$ cat config.mk
export PLATFORM = sky130hd
export DESIGN_NAME = line_trigger_scheduler
export DESIGN_NICKNAME = d
export VERILOG_FILES = /design/src/rtl/line_trigger_scheduler_pkg.sv /design/src/rtl/line_trigger_scheduler_backlash_filter.sv /design/src/rtl/line_trigger_scheduler.sv
export SDC_FILE = /design/constraint.sdc
export NUM_CORES = 1
export LEC_CHECK = 0
export ABC_AREA = 0
export CORE_MARGIN = 2
export CORE_UTILIZATION = 55
export CTS_CLUSTER_DIAMETER = 100
export CTS_CLUSTER_SIZE = 24
export DETAILED_ROUTE_END_ITERATION = 8
export HOLD_SLACK_MARGIN = 0.03
export PLACE_DENSITY = 0.77
export SYNTH_ARGS = -nofsm -noshare
export SYNTH_HDL_FRONTEND = slang
export SYNTH_HIERARCHICAL = 1
export SYNTH_SLANG_ARGS = --single-unit
$ cat constraint.sdc
create_clock -name CLK -period 5.1 [get_ports CLK]
set_input_delay 1.02 -clock CLK [delete_from_list [all_inputs] [get_ports CLK]]
set_output_delay 1.02 -clock CLK [all_outputs]
set_load 0.02 [all_outputs]
$ cat src/rtl/line_trigger_scheduler_pkg.sv
// Shared types and constants for the line trigger scheduler slice.
package line_trigger_scheduler_pkg;

    typedef enum logic [1:0] {
        ST_IDLE = 2'd0,
        ST_ARM  = 2'd1,
        ST_SCAN = 2'd2
    } state_t;

    localparam int unsigned PD_A_IDX   = 0;
    localparam int unsigned PD_B_IDX   = 1;
    localparam int unsigned POS_W_DEF  = 32;
    localparam int unsigned LINE_W_DEF = 16;
    localparam int unsigned BL_W       = 16;
    localparam int unsigned SKIP_W     = 16;

endpackage

$ cat src/rtl/line_trigger_scheduler_backlash_filter.sv
// Absorbs reverse travel: forward pulses first pay back the reverse count
// before any of them is reported as an effective pulse.
module backlash_filter
    import line_trigger_scheduler_pkg::*;
(
    input  logic            clk_i,
    input  logic            rst_n_i,
    input  logic            clr_i,
    input  logic            en_i,
    input  logic            fwd_i,
    input  logic            rev_i,
    output logic            eff_o,
    output logic [BL_W-1:0] bl_cnt_o
);

    logic [BL_W-1:0] bl_q, bl_d;

    always_comb begin
        bl_d = bl_q;
        if (clr_i) begin
            bl_d = '0;
        end else if (en_i) begin
            if (rev_i && (bl_q != '1)) begin
                bl_d = bl_q + BL_W'(1);
            end else if (fwd_i && (bl_q != '0)) begin
                bl_d = bl_q - BL_W'(1);
            end
        end
    end

    always_ff @(posedge clk_i or negedge rst_n_i) begin
        if (!rst_n_i) begin
            bl_q <= '0;
        end else begin
            bl_q <= bl_d;
        end
    end

    assign eff_o    = en_i && !clr_i && fwd_i && !rev_i && (bl_q == '0);
    assign bl_cnt_o = bl_q;

endmodule

$ cat src/rtl/line_trigger_scheduler.sv
// Line-scan sequencer: tracks encoder position, waits a run-in distance and
// issues one line trigger per effective forward pulse, logging overruns.
module line_trigger_scheduler
    import line_trigger_scheduler_pkg::*;
#(
    parameter int unsigned POS_W  = POS_W_DEF,
    parameter int unsigned LINE_W = LINE_W_DEF
) (
    input  logic              CLK,
    input  logic              RST_N,
    input  logic [1:0]        PULSE_DIR,
    input  logic              DIR_SEL,
    input  logic              START,
    input  logic              ABORT,
    input  logic [SKIP_W-1:0] SKIP_PULSES,
    input  logic [LINE_W-1:0] LINES_NUM,
    input  logic              ACQ_BUSY,
    output logic              LINE_TRIG,
    output logic [LINE_W-1:0] LINE_IDX,
    output logic [POS_W-1:0]  POSITION,
    output logic              BUSY,
    output logic              DONE,
    output logic              OVERRUN,
    output logic [LINE_W-1:0] MISSED_CNT
);

    state_t state_q, state_d;

    logic              dir_sel_q;
    logic [SKIP_W-1:0] skip_cfg_q, skip_cnt_q;
    logic [LINE_W-1:0] lines_q, slot_q, line_idx_q, missed_q;
    logic [POS_W-1:0]  pos_q;
    logic              trig_q, done_q, ovr_q;

    logic pa, pb, pvalid, fwd, rev;
    logic start_acc, bl_en, eff;
    logic arm_hit, slot_take, last_slot;

    // Both direction bits together is treated as a glitch and dropped entirely.
    assign pa     = PULSE_DIR[PD_A_IDX];
    assign pb     = PULSE_DIR[PD_B_IDX];
    assign pvalid = pa ^ pb;
    assign fwd    = pvalid && (dir_sel_q ? pb : pa);
    assign rev    = pvalid && (dir_sel_q ? pa : pb);

    assign start_acc = START && !ABORT && (state_q == ST_IDLE);
    assign bl_en     = (state_q == ST_ARM) || (state_q == ST_SCAN);

    backlash_filter u_backlash (
        .clk_i    (CLK),
        .rst_n_i  (RST_N),
        .clr_i    (start_acc),
        .en_i     (bl_en),
        .fwd_i    (fwd),
        .rev_i    (rev),
        .eff_o    (eff),
        .bl_cnt_o ()
    );

    assign arm_hit   = (state_q == ST_ARM) && eff && !ABORT &&
                       ((skip_cnt_q + SKIP_W'(1)) == skip_cfg_q);
    // done_q holds SCAN one extra cycle so BUSY drops after DONE; no slots then.
    assign slot_take = (state_q == ST_SCAN) && eff && !ABORT && !done_q;
    assign last_slot = slot_take && (lines_q != '0) &&
                       (slot_q == (lines_q - LINE_W'(1)));

    always_comb begin
        state_d = state_q;
        unique case (state_q)
            ST_IDLE: if (start_acc) state_d = (SKIP_PULSES == '0) ? ST_SCAN : ST_ARM;
            ST_ARM:  if (arm_hit)   state_d = ST_SCAN;
            ST_SCAN: if (done_q)    state_d = ST_IDLE;
            default:                state_d = ST_IDLE;
        endcase
        if (ABORT) state_d = ST_IDLE;
    end

    always_ff @(posedge CLK or negedge RST_N) begin
        if (!RST_N) begin
            state_q    <= ST_IDLE;
            dir_sel_q  <= 1'b0;
            skip_cfg_q <= '0;
            skip_cnt_q <= '0;
            lines_q    <= '0;
            slot_q     <= '0;
            line_idx_q <= '0;
            missed_q   <= '0;
            pos_q      <= '0;
            trig_q     <= 1'b0;
            done_q     <= 1'b0;
            ovr_q      <= 1'b0;
        end else begin
            state_q <= state_d;
            trig_q  <= 1'b0;
            done_q  <= 1'b0;

            if (start_acc) begin
                pos_q <= '0;
            end else if (fwd) begin
                pos_q <= pos_q + POS_W'(1);
            end else if (rev) begin
                pos_q <= pos_q - POS_W'(1);
            end

            if (start_acc) begin
                dir_sel_q  <= DIR_SEL;
                skip_cfg_q <= SKIP_PULSES;
                lines_q    <= LINES_NUM;
                skip_cnt_q <= '0;
                slot_q     <= '0;
                line_idx_q <= '0;
                missed_q   <= '0;
                ovr_q      <= 1'b0;
            end

            if ((state_q == ST_ARM) && eff && !ABORT) begin
                skip_cnt_q <= skip_cnt_q + SKIP_W'(1);
            end

            if (slot_take) begin
                line_idx_q <= slot_q;
                slot_q     <= slot_q + LINE_W'(1);
                done_q     <= last_slot;
                if (!ACQ_BUSY) begin
                    trig_q <= 1'b1;
                end else begin
                    ovr_q <= 1'b1;
                    if (missed_q != '1) missed_q <= missed_q + LINE_W'(1);
                end
            end
        end
    end

    assign LINE_TRIG  = trig_q;
    assign LINE_IDX   = line_idx_q;
    assign POSITION   = pos_q;
    assign BUSY       = (state_q != ST_IDLE);
    assign DONE       = done_q;
    assign OVERRUN    = ovr_q;
    assign MISSED_CNT = missed_q;

endmodule

Figure 1. Cell sizes after repair.
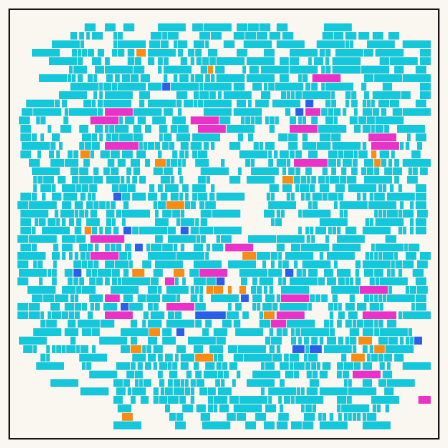
Key: _0 and _1 cells = cyan [cells 1173, share 95%]; _6 and larger = magenta [cells 26, share 2.1%]; _3 and _4 cells = blue [cells 17, share 1.4%]; _2 cells = orange [cells 24, share 1.9%]
setup ws final: 725 ps
P&R area growth vs syn: 18.9%
final non-filler cell area: 11700 sq um
non-clock buffer count: 120

Figure 2. Placement view.
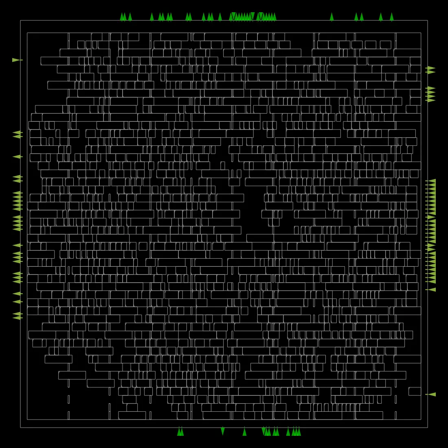
FP Rows: 48
flop share of the area: 0.322
final core utilization: 0.671
flop count: 150

Figure 3. Pin placement.
Bar = 50 um. Pins as bars across the die edge, other pins in grey.
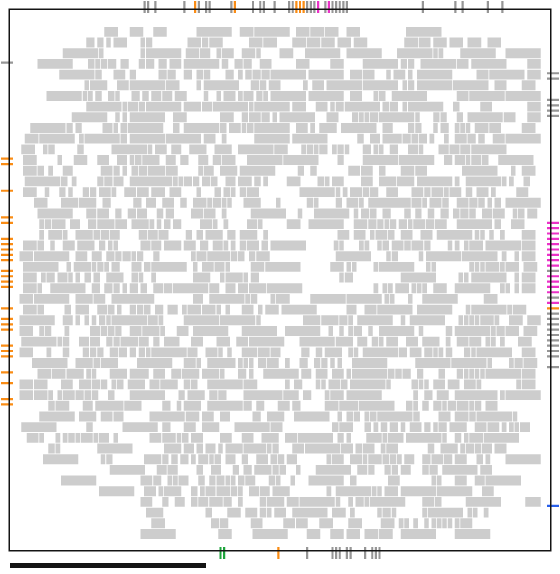
Key: RST_N = blue [pins 1, direction input, edge right]; POSITION = orange [pins 32, direction output, edge 25 left, 5 top, 1 right, 1 bottom]; LINES_NUM = magenta [pins 16, direction input, edge 14 right, 2 top]; PULSE_DIR = green [pins 2, direction input, edge bottom]
All pins by edge: 35 top, 34 right, 26 left, 13 bottom.
die height: 137 um
port bufs: 107
die width: 137 um

Figure 4. Placement density heat map.
The die is cut into 14 by 14 equal tiles; white is low, dark blue is high, 0 to 100% covered.
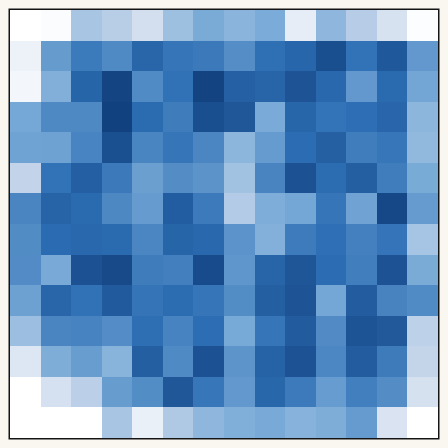
3.6% of the tiles are nearly empty. The mean over all tiles is 60%. The emptiest ninth of the die: lower left.

==> metrics.cfg <==
[sta]
fin_crit_sh=0.858
timing.setup.tns_ps=0
tightest_slew_ps=1120
finClkSkew_ps=7.27
period_minus_slack_ps=4380
max_freq_ghz=0.229

[clocking]
clock-sinks=150
worstSkewPairLatency_ps=420
cts_buffers=17
cts.clk_slew.worst_paths_ps=60
clockBufferDepth=2
post_cts_buffers=0

[setup_path]
r2r_cells=9
crit_type=in2reg
worstPathArrival_ps=4720
cp_slowest_cell=ha_1
cp.required_ps=5450
setup.worst_path.start=PULSE_DIR[0]
start_kind=input port
reg2reg_to=u_backlash/bl_cnt_o[15]$_DFFE_PN0P_
rr_startpoint=u_backlash/bl_cnt_o[5]$_DFFE_PN0P_
critPathMaxFanout=21
max_stage_delay_ps=620

[logic_synthesis]
edf_count=0
synth-main-ff-cell=dfrtp_1
yosys-top-cells-count=nand2_1, dfrtp_1, o21ai_0
postSynthSeqShare=0.383
area_leaders=dfrtp_1, nand2_1, ha_1
yosys.area.top_type=dfrtp_1
synth_cells=1140
yosys.area.top_type_share=0.383

[grt]
grt_max_degree=66
grt_pass1_vias=8380
grt_overflow=0
antenna_found_initial=0
grt_util_met2=0.448
gr-max-usage-layer=met2

[floorplan]
initCoreUtil=0.565
pin_count=108
fp.dieArea_sq_um=18900
tapCellCount=225
core_sq_um=17400

[worst_hold_path]
hp-class=reg2reg
min_from=LINE_IDX[9]$_DFFE_PN0P_
hold_depth=2

[layout]
nFillCells=1466
drive_gt1_frac=0.0540
clock_area_frac=0.0532
clockBufferCount=22
finalNetCount=1326
largest_cell_class=multi-input combinational cells
logic_area_sq_um=5720
logic_gate_count=912

[detailed_routing]
vias=8754
wl_mm=24.7
wl_per_cell_um=16.8
first_iter_violations=634
drc=0
ant_nets=0

[power]
p_leak_nw=5.23
power_density_nw_per_um2=590
ir_worst_vdd_uv=466

[status]
outcome=completed

[placement]
dp_hpwl_mm=17.2
place.gp.congestion=0.889

-- through the flow --
| stage | utilization | instance area [sq um] | hold slack [ps] | instances | power [mW] |
|---|---|---|---|---|---|
| floorplan | - | 9800 | 463 | 1140 | 4.54 |
| global placement | 0.636 | 11000 | 463 | 1435 | 5.42 |
| detailed placement | 0.636 | 11000 | 467 | 1435 | 5.48 |
| CTS | 0.671 | 11700 | 481 | 1465 | 6.88 |
| global route | 0.671 | 11700 | 518 | 1465 | 7.41 |
| finish | 0.671 | 11700 | 476 | 1465 | 6.88 |
-- cell families (layout without fill, tap and decap cells) --
logic type / Yosys count / after routing / share of synthesized area
XOR/XNOR: 83 / 83 / 0.0742
buffers and inverters: 78 / 178 / 0.0328
adder cells (fa/ha/maj): 57 / 57 / 0.0743
AND/OR/NAND/NOR: 464 / 464 / 0.224
multiplexers: 12 / 12 / 0.0125
flip-flops: 150 / 150 / 0.383
AND-OR/OR-AND: 296 / 296 / 0.199
-- cells in the final DEF (no fill, tap or decap), types with 4 or more instances in the layout --
| cell type | count |
|---|---|
| a31oi_1 | 12 |
| nor4_1 | 16 |
| buf_4 | 13 |
| o21a_1 | 4 |
| nand2_1 | 209 |
| nor3b_1 | 8 |
| dfrtp_1 | 150 |
| o41ai_1 | 4 |
| a211oi_1 | 13 |
| xor2_1 | 36 |
| o211ai_1 | 9 |
| clkbuf_16 | 17 |
| bufinv_16 | 4 |
| and3_1 | 17 |
| nand2b_1 | 10 |
| a22o_1 | 29 |
| and2_1 | 9 |
| nor2b_1 | 8 |
| nand4_1 | 22 |
| nor3_1 | 22 |
| o21ai_0 | 90 |
| nand3_1 | 35 |
| xnor2_1 | 47 |
| a22o_2 | 4 |
| a21o_1 | 13 |
| o21bai_1 | 4 |
| a21oi_1 | 63 |
| o31ai_1 | 12 |
| nand3b_1 | 4 |
| or3_1 | 5 |
| inv_1 | 27 |
| or4_1 | 4 |
| clkdlybuf4s50_1 | 106 |
| nor2_1 | 75 |
| ha_1 | 55 |
| and4_1 | 4 |
| mux2i_1 | 10 |
-- registers in the layout (all words and copies together) (netlist names) --
register and count:
lines_q 16, skip_cnt_q 16, state_q 2, dir_sel_q 1
slot_q 16, OVERRUN 1, LINE_IDX 16, LINE_TRIG 1
u_backlash/bl_cnt_o 16, MISSED_CNT 16, skip_cfg_q 16, DONE 1
POSITION 32
-- metal layers --
| metal | share of wire | routed length [um] |
|---|---|---|
| met5 | 0 | 0 |
| met4 | 0.019 | 458 |
| met3 | 0.049 | 1200 |
| met2 | 0.47 | 11700 |
| met1 | 0.46 | 11300 |
-- report_power, final --
part           switching [mW]  leakage (nW)  internal, mW
logic                    2.07          2.94          1.63
clock network           0.486         0.302         0.853
registers               0.342          1.98          1.50
-- worst register-to-register path: stages (launching register included) --
cell      delay (ps)
dfrtp_1          430
nand4_1          220
o41ai_4         1050
ha_1             450
a21oi_1          220
a21boi_1         180
o31ai_1          590
o41ai_2          140
mux2i_1          200
mux2_1           340
Power and IR drop assume default switching activity.
